Fig. 1: run 1, clock wiring as the flow saved it
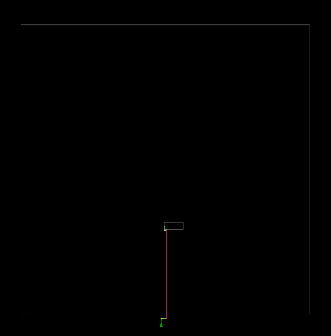
Fig. 2: run 1, pin map
(3 px per micron) Pins as bars across the die edge, other pins in grey.
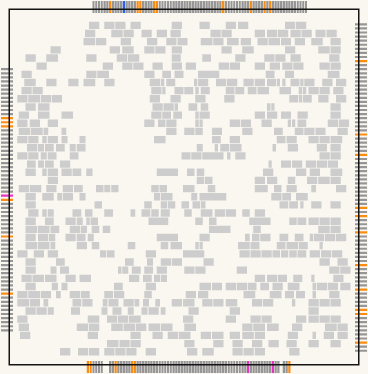
Fig. 3: run 1, layout detail
Window x 62 to 112, y 64 to 114 microns. Cells in grey, sequential cells in the stronger grey; small squares are vias.
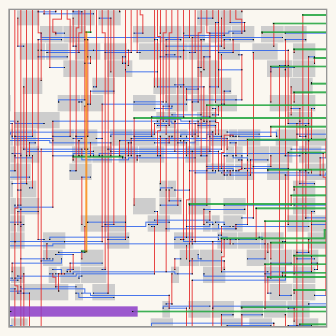
`config.mk`:
```
export PLATFORM = sky130hd
export DESIGN_NAME = msrv_32_wb_mux_sel_unit
export DESIGN_NICKNAME = d
export VERILOG_FILES = /design/src/rtl/msrv_32_wb_mux_sel_unit.sv
export SDC_FILE = /design/constraint.sdc
export NUM_CORES = 1
export LEC_CHECK = 0
export CORE_AREA = 2 2 114 116
export DETAILED_ROUTE_END_ITERATION = 8
export DIE_AREA = 0 0 116 118
export PLACE_DENSITY_LB_ADDON = 0.05
export SLEW_MARGIN = 20
export SYNTH_ARGS = -nofsm -noshare
export SYNTH_HDL_FRONTEND = slang
export SYNTH_SLANG_ARGS = --single-unit
```
`constraint.sdc`:
```
create_clock -name ms_riscv32_mp_clk_in -period 2.2 [get_ports ms_riscv32_mp_clk_in]
set_clock_uncertainty 0.2 [all_clocks]
set_input_delay 0.22 -clock ms_riscv32_mp_clk_in [delete_from_list [all_inputs] [get_ports ms_riscv32_mp_clk_in]]
set_output_delay 0.22 -clock ms_riscv32_mp_clk_in [all_outputs]
set_load 0.02 [all_outputs]
```
`src/rtl/msrv_32_wb_mux_sel_unit.sv`:
```
// -----------------------------------------------------------------------------
// msrv_32_wb_mux_sel_unit
//
// Write-back source selector and ALU second-operand selector for the MSRV32
// final pipeline stage.
//
// Ports:
//   ms_riscv32_mp_clk_in  in   1     rising-edge clock
//   ms_riscv32_mp_rst_in  in   1     synchronous, active-high reset
//   wb_mux_sel_reg_in     in   3     write-back source select
//   alu_result_in         in   XLEN  ALU result                (sel 000)
//   lu_output_in          in   XLEN  load-unit output          (sel 001)
//   imm_reg_in            in   XLEN  immediate / LUI value     (sel 010)
//   iadder_out_reg_in     in   XLEN  immediate-adder (AUIPC)   (sel 011)
//   csr_data_in           in   XLEN  CSR read data             (sel 100)
//   pc_plus_4_reg_in      in   XLEN  PC+4 link value           (sel 101)
//   rs2_reg_in            in   XLEN  rs2 register value
//   alu_src_reg_in        in   1     ALU operand-2 select: 1 = rs2, 0 = imm
//   wb_mux_out            out  XLEN  selected write-back data
//   alu_2nd_src_mux_out   out  XLEN  selected ALU second operand
//   wb_sel_err_out        out  1     sticky flag: reserved select code seen
//
// Build option:
//   MSRV32_WB_MUX_OUT_REG_EN  when defined, wb_mux_out is registered
//                             (1-cycle latency, synchronous reset to 0).
//                             Default build: wb_mux_out is combinational.
// -----------------------------------------------------------------------------
module msrv_32_wb_mux_sel_unit #(
  parameter int XLEN = 32
) (
  input  logic            ms_riscv32_mp_clk_in,
  input  logic            ms_riscv32_mp_rst_in,
  input  logic [2:0]      wb_mux_sel_reg_in,
  input  logic [XLEN-1:0] alu_result_in,
  input  logic [XLEN-1:0] lu_output_in,
  input  logic [XLEN-1:0] imm_reg_in,
  input  logic [XLEN-1:0] iadder_out_reg_in,
  input  logic [XLEN-1:0] csr_data_in,
  input  logic [XLEN-1:0] pc_plus_4_reg_in,
  input  logic [XLEN-1:0] rs2_reg_in,
  input  logic            alu_src_reg_in,
  output logic [XLEN-1:0] wb_mux_out,
  output logic [XLEN-1:0] alu_2nd_src_mux_out,
  output logic            wb_sel_err_out
);

  typedef enum logic [2:0] {
    WB_ALU    = 3'b000,
    WB_LU     = 3'b001,
    WB_IMM    = 3'b010,
    WB_IADDER = 3'b011,
    WB_CSR    = 3'b100,
    WB_PC4    = 3'b101
  } wb_sel_e;

  logic [XLEN-1:0] w_wb_sel_data;
  logic            w_sel_reserved;
  logic            r_wb_sel_err;

  // Write-back source selection.
  always_comb begin
    // NOTE: assigning a default first, plus the default case arm, keeps this
    // block fully combinational -- any path that left w_wb_sel_data unassigned
    // would infer a latch.
    w_wb_sel_data = alu_result_in;
    case (wb_mux_sel_reg_in)
      WB_ALU:    w_wb_sel_data = alu_result_in;
      WB_LU:     w_wb_sel_data = lu_output_in;
      WB_IMM:    w_wb_sel_data = imm_reg_in;
      WB_IADDER: w_wb_sel_data = iadder_out_reg_in;
      WB_CSR:    w_wb_sel_data = csr_data_in;
      WB_PC4:    w_wb_sel_data = pc_plus_4_reg_in;
      default:   w_wb_sel_data = alu_result_in; // 110/111 reserved
    endcase
  end

  // Codes 110 and 111 are the only ones with the top two bits both set.
  assign w_sel_reserved = wb_mux_sel_reg_in[2] & wb_mux_sel_reg_in[1];

  // ALU second operand: independent of the write-back select and of reset.
  assign alu_2nd_src_mux_out = alu_src_reg_in ? rs2_reg_in : imm_reg_in;

  // Sticky reserved-code flag; reset wins over a same-edge reserved code.
  always_ff @(posedge ms_riscv32_mp_clk_in) begin
    // NOTE: sequential state is updated with non-blocking assignments so every
    // flop samples pre-edge values regardless of block evaluation order.
    if (ms_riscv32_mp_rst_in) begin
      r_wb_sel_err <= 1'b0;
    end else if (w_sel_reserved) begin
      r_wb_sel_err <= 1'b1;
    end
  end

  assign wb_sel_err_out = r_wb_sel_err;

`ifdef MSRV32_WB_MUX_OUT_REG_EN
  logic [XLEN-1:0] r_wb_mux_out;

  always_ff @(posedge ms_riscv32_mp_clk_in) begin
    if (ms_riscv32_mp_rst_in) begin
      r_wb_mux_out <= '0;
    end else begin
      r_wb_mux_out <= w_wb_sel_data;
    end
  end

  assign wb_mux_out = r_wb_mux_out;
`else
  assign wb_mux_out = w_wb_sel_data;
`endif

endmodule

```
==> flow_metrics.py, run 1 <==
# Generated from Yosys and OpenROAD reports
metrics = {
    "outcome": {
        "status": "finished clean",
    },
    "global_routing": {
        "gr-total-overflow": 0,
        "grt_max_degree": 24,
        "busiest_layer": "met2",
        "antenna_found_initial": 1,
        "globalRouteMet3Util_pct": 3.45,
        "grt_use_total_pct": 18.5,
        "use_met2_pct": 35.7,
        "grt_pass1_vias": 3574,
    },
    "finish": {
        "comb_share_pct": 35.0,
        "seq_share_pct": 0.361,
        "antenna_cells": 0,
        "inverters_excl_clock": 10,
        "final_area_sq_um": 5540,
        "logic_area_sq_um": 1940,
        "lay_top_count": "clkdlybuf4s50_1",
        "drive_above_1_share_pct": 19.5,
        "mostFrequentLayoutCells": "258 x clkdlybuf4s50_1, 39 x mux2_2, 32 x mux2i_1, 31 x buf_4",
    },
    "sta": {
        "finalClockPeriodUsage_pct": 97.9,
        "setup_viol": 0,
        "fmax_mhz": 464,
        "tightestPinTransition_ns": 0.298,
        "fin_setup_tns_ns": 0,
        "relSlewSlack_pct": 79.6,
    },
    "worst_setup_path": {
        "cp.required_ns": 1.78,
        "reg2reg_depth": 2,
        "crit_family": "buffers and inverters",
        "cp_num_cells": 7,
        "worstSetupPathType": "in -> out",
        "regToRegStartpoint": "wb_sel_err_out",
        "cp-start-kind": "input pin",
        "cpPeakStageDelay_ns": 0.31,
    },
    "yosys": {
        "ff_type": "dfxtp_1",
        "ys_types": 28,
        "synth-async-reset-ratio_pct": 0,
        "ys_chip_area_sq_um": 2150,
        "yosys_warnings": 0,
        "edf_count": 0,
        "top_cells_by_count": "39 x mux2_2, 32 x mux2i_1, 24 x a32oi_1, 24 x nor2_1, 21 x buf_2",
        "ys_seq_share_pct": 0.932,
        "synth_cells": 274,
    },
    "power_and_ir_drop": {
        "powerSeq_w": 0.0000203,
        "power_w": 0.00138,
        "powerComb_w": 0.00136,
        "ir_drop_v": 0.000114,
    },
    "placement": {
        "io_buffer_count": 294,
        "pre_cts_ws_ns": -0.613,
    },
    "hold_path": {
        "whs_path_depth": 2,
        "hold_class": "reg -> reg",
    },
    "routing": {
        "top_layer": "met5",
        "met3_length_microns": 1280,
        "drt_first_iter_violations": 170,
        "post_drt_wl_per_cell_microns": 18.7,
        "drtAntennaViolNets": 0,
        "m1WireLength_microns": 5340,
        "drt_wl_total_microns": 13900,
        "first_pass_iters": 4,
    },
    "floorplan": {
        "die_area_sq_um": 13700,
        "chipHeight_microns": 118,
    },
    "flow_run": {
        "cap_violations": 0,
        "tool_warnings": 29,
    },
}
-- Fig. 1 (at the start) --
Clock group: 0 W
registers: 1
Late-Pin Clk Latency: 0 ns

-- Fig. 2 (at the start) --
Key: magenta = `wb_mux_sel_reg_in` [pins 3, direction input, edge 2 south, 1 west]; orange = `iadder_out_reg_in` [pins 32, direction input, edge 11 east, 9 north, 6 west, 6 south]; blue = `alu_src_reg_in` [pins 1, direction input, edge north]

-- Fig. 3 (at the start) --
Key: orange = M4; purple = M5; blue = M1; red = M2; green = M3
Most frequent: clkdlybuf4s50_1 (66), nor2_1 (18), mux2i_1 (15). 135 logic cells have their middle in the window. Sequential cells in the window: 0.

-- run 1: what timing repair did --
action / in CTS / in global routing
endpoints found under the setup margin: 32 / 3
pin swaps: 0 / 1
buffers inserted: 3 / 0
gates resized: 99 / 1
-- run 1: kinds of logic (layout without fill, tap and decap cells) --
| group | after synthesis | count (layout) | synth area share, % |
|---|---|---|---|
| AOI/OAI and AO/OA | 86 | 86 | 33.8 |
| buffers and inverters | 44 | 344 | 9.78 |
| adders and majority gates | 1 | 1 | 0.582 |
| muxes | 76 | 76 | 38.0 |
| and+or+nand+nor | 66 | 66 | 16.9 |
| DFF | 1 | 1 | 0.932 |
==> inputs of run 2 (changes only) <==
- CAP_MARGIN: default -> 10
- HOLD_SLACK_MARGIN: default -> 0.03
Fig. 4: run 2, placement by cell class
(4 px per micron)
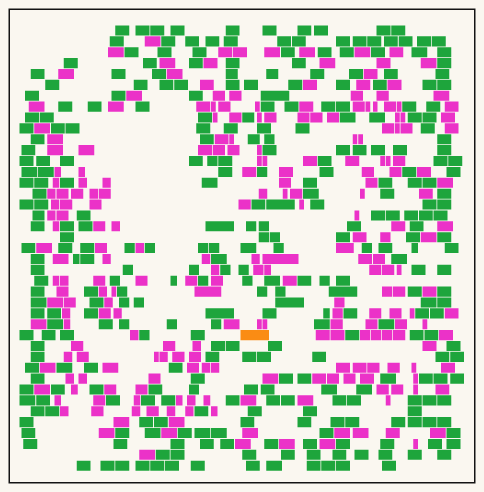
Key: green = remaining buffers and delay cells [cells 334, share of their area 63%]; magenta = remaining logic cells [cells 239, share of their area 37%]; orange = registers [cells 1, share of their area 0.38%]

==> flow_metrics.py, run 2 <==
# Generated from Yosys and OpenROAD reports
metrics = {
    "finish": {
        "final_area_sq_um": 5540,
        "largest_register_ffs": 1,
        "comb_share_pct": 35.0,
        "logic_gate_count": 229,
        "nets": 807,
        "logic_area_sq_um": 1940,
        "flop_area_sq_um": 20.0,
        "lay_top_count": "clkdlybuf4s50_1",
        "antenna_cells": 0,
        "final_cells": 746,
        "dominant_cells": "non-clock buffers",
        "mostFrequentLayoutCells": "258 x clkdlybuf4s50_1, 39 x mux2_2, 32 x mux2i_1, 31 x buf_4",
        "fillers": 1277,
        "syn_to_final_growth_pct": 158,
        "final_util_pct": 44.6,
        "seq_cells": 1,
        "drive_above_1_share_pct": 19.5,
        "inverters_excl_clock": 10,
        "seq_share_pct": 0.361,
    },
    "floorplan": {
        "io_pins": 295,
        "fp-row-count": 41,
        "core_sq_um": 12400,
        "chipHeight_microns": 118,
        "die_area_sq_um": 13700,
        "num_tap_cells": 172,
        "fp_util_pct": 17.3,
        "die_w_microns": 116,
    },
    "power_and_ir_drop": {
        "power.leakage_nw": 2.13,
        "switching_share_pct": 40.5,
        "p_int_w": 0.000823,
        "powerDensity_nw_per_um2": 250,
        "p_comb_share_pct": 98.5,
        "ir_drop_v": 0.000114,
        "p_clk_share_pct": 0,
        "power_w": 0.00138,
        "switchingPower_w": 0.000561,
        "seq_power_share_pct": 1.5,
    },
    "clocking": {
        "ctsResizeCount": 99,
        "clk_pin_slew_worst_paths_ns": 0,
        "cts_setup_buffers": 3,
        "hold_buffers": 0,
        "clock.latency.late_pin_ns": 0,
    },
    "global_routing": {
        "busiest_layer": "met2",
        "use_met2_pct": 35.7,
        "grt_pass1_vias": 3574,
        "gr-total-overflow": 0,
        "antenna_found_initial": 1,
        "grt_max_degree": 24,
        "grt_first_pass_wirelength_microns": 20000,
        "globalRouteMet3Util_pct": 3.45,
        "grt_use_total_pct": 18.5,
    },
    "routing": {
        "top_layer": "met5",
        "drt_wl_total_microns": 13900,
        "met3_length_microns": 1280,
        "drt_first_iter_violations": 170,
        "m1WireLength_microns": 5340,
        "post_drt_wl_per_cell_microns": 18.7,
        "drtAntennaViolNets": 0,
        "route.detailed.drc": 0,
        "wl_met2_microns": 7160,
        "vias_per_cell": 4.67,
        "vias": 3482,
        "first_pass_iters": 4,
    },
    "yosys": {
        "top_cell_area_share_pct": 20.4,
        "edf_count": 0,
        "synthSimpleGateAreaFrac_pct": 16.9,
        "fp_nets": 505,
        "synthTopCellsByArea": "mux2_2 20%, mux2i_1 15%, a32oi_1 9.8%",
        "yosysMostFrequentCell": "mux2_2",
        "synth_cells": 274,
        "synth.area.mux_share_pct": 38.0,
        "synthTopLogicFamily": "multiplexers",
        "yosys_warnings": 0,
        "xor_share_pct": 0,
        "ys_types": 28,
        "ys_sh_adder_pct": 0.582,
        "netlist_area_sq_um": 2150,
        "ys_seq_share_pct": 0.932,
        "ys_sh_aoi_pct": 33.8,
        "post-synth-top-area-cell": "mux2_2",
        "ys_chip_area_sq_um": 2150,
        "ff_type": "dfxtp_1",
        "ys.flops": 1,
        "top_cells_by_count": "39 x mux2_2, 32 x mux2i_1, 24 x a32oi_1, 24 x nor2_1, 21 x buf_2",
        "synth-async-reset-ratio_pct": 0,
    },
    "worst_setup_path": {
        "cp.required_ns": 1.78,
        "regToRegStartpoint": "wb_sel_err_out",
        "worstSetupPathType": "in -> out",
        "r2r_end": "wb_sel_err_out",
        "reg2reg_depth": 2,
        "cp-start-kind": "input pin",
        "cpMaxStageDelayCell": "a221o_1",
        "crit_path_max_fanout": 10,
        "reg2reg_setup_slack_ns": 1.47,
        "cpMostUsedCell": "clkdlybuf4s15_2",
        "crit_chain": "clkdlybuf4s15_2 -> buf_6 -> nor2b_2 -> buf_4 -> a221o_1 -> a31o_1 -> clkdlybuf4s15_2",
        "endpoint": "wb_mux_out[14]",
        "startpoint": "wb_mux_sel_reg_in[1]",
        "cpPeakStageDelay_ns": 0.31,
        "crit_path_end_kind": "primary output",
        "worstPathArrival_ns": 1.73,
    },
    "sta": {
        "tightestPinTransition_ns": 0.298,
        "relSlewSlack_pct": 79.6,
        "slew_viol_final": 0,
        "fin_hold_ws_ns": 0.255,
        "fin_ws_ns": 0.0451,
        "rsz0062_at_grt": "false",
        "finalClockPeriodUsage_pct": 97.9,
        "hold_violations": 0,
        "setup_viol": 0,
        "fmax_mhz": 464,
        "fin_setup_tns_ns": 0,
        "period_minus_slack_ns": 2.15,
    },
    "flow_run": {
        "cap_violations": 0,
        "tool_warnings": 29,
    },
    "placement": {
        "place_congestion": 0.828,
        "placed_area_sq_um": 5460,
        "io_buffer_count": 294,
        "pre_cts_ws_ns": -0.613,
        "hpwl_microns": 11900,
        "dpl.cell_count": 743,
    },
    "hold_path": {
        "hold_class": "reg -> reg",
        "min_from": "wb_sel_err_out",
        "whs_path_depth": 2,
        "hold_path_end": "wb_sel_err_out",
    },
    "outcome": {
        "status": "finished clean",
    },
}
Fig. 5: run 2, pin map
(3 px per micron) Pins as bars across the die edge, other pins in grey.
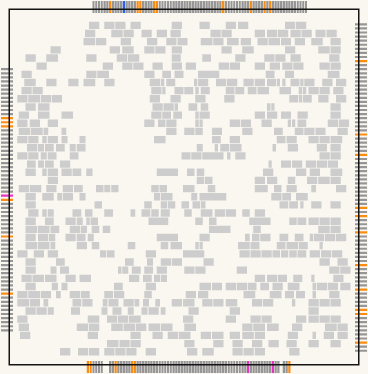
Key: blue = `alu_src_reg_in` [pins 1, direction input, edge north]; orange = `iadder_out_reg_in` [pins 32, direction input, edge 11 east, 9 north, 6 west, 6 south]; magenta = `wb_mux_sel_reg_in` [pins 3, direction input, edge 2 south, 1 west]

## run 2: power groups by stage
stage          Combinational, W  Clock (W)  Sequential (W)
2_1_floorplan          0.000567          0       0.0000219
3_3_place_gp            0.00139          0       0.0000203
3_5_place_dp            0.00139          0       0.0000203
4_1_cts                 0.00138          0       0.0000203
5_1_grt                 0.00145          0       0.0000205
6_report                0.00136          0       0.0000203
## run 2: critical path: cells and delay by family
kind / cells / cell delay (ns)
simple gates: 1 / 0.16
buf+inv: 4 / 0.81
compound gates: 2 / 0.54
## run 2: cells by family (layout without fill, tap and decap cells)
logic type	Yosys count	after routing
mux	76	76
fa+ha+maj	1	1
flops	1	1
buf+inv	44	344
simple gates	66	66
compound gates	86	86
Power is estimated from default activity; no workload was simulated.
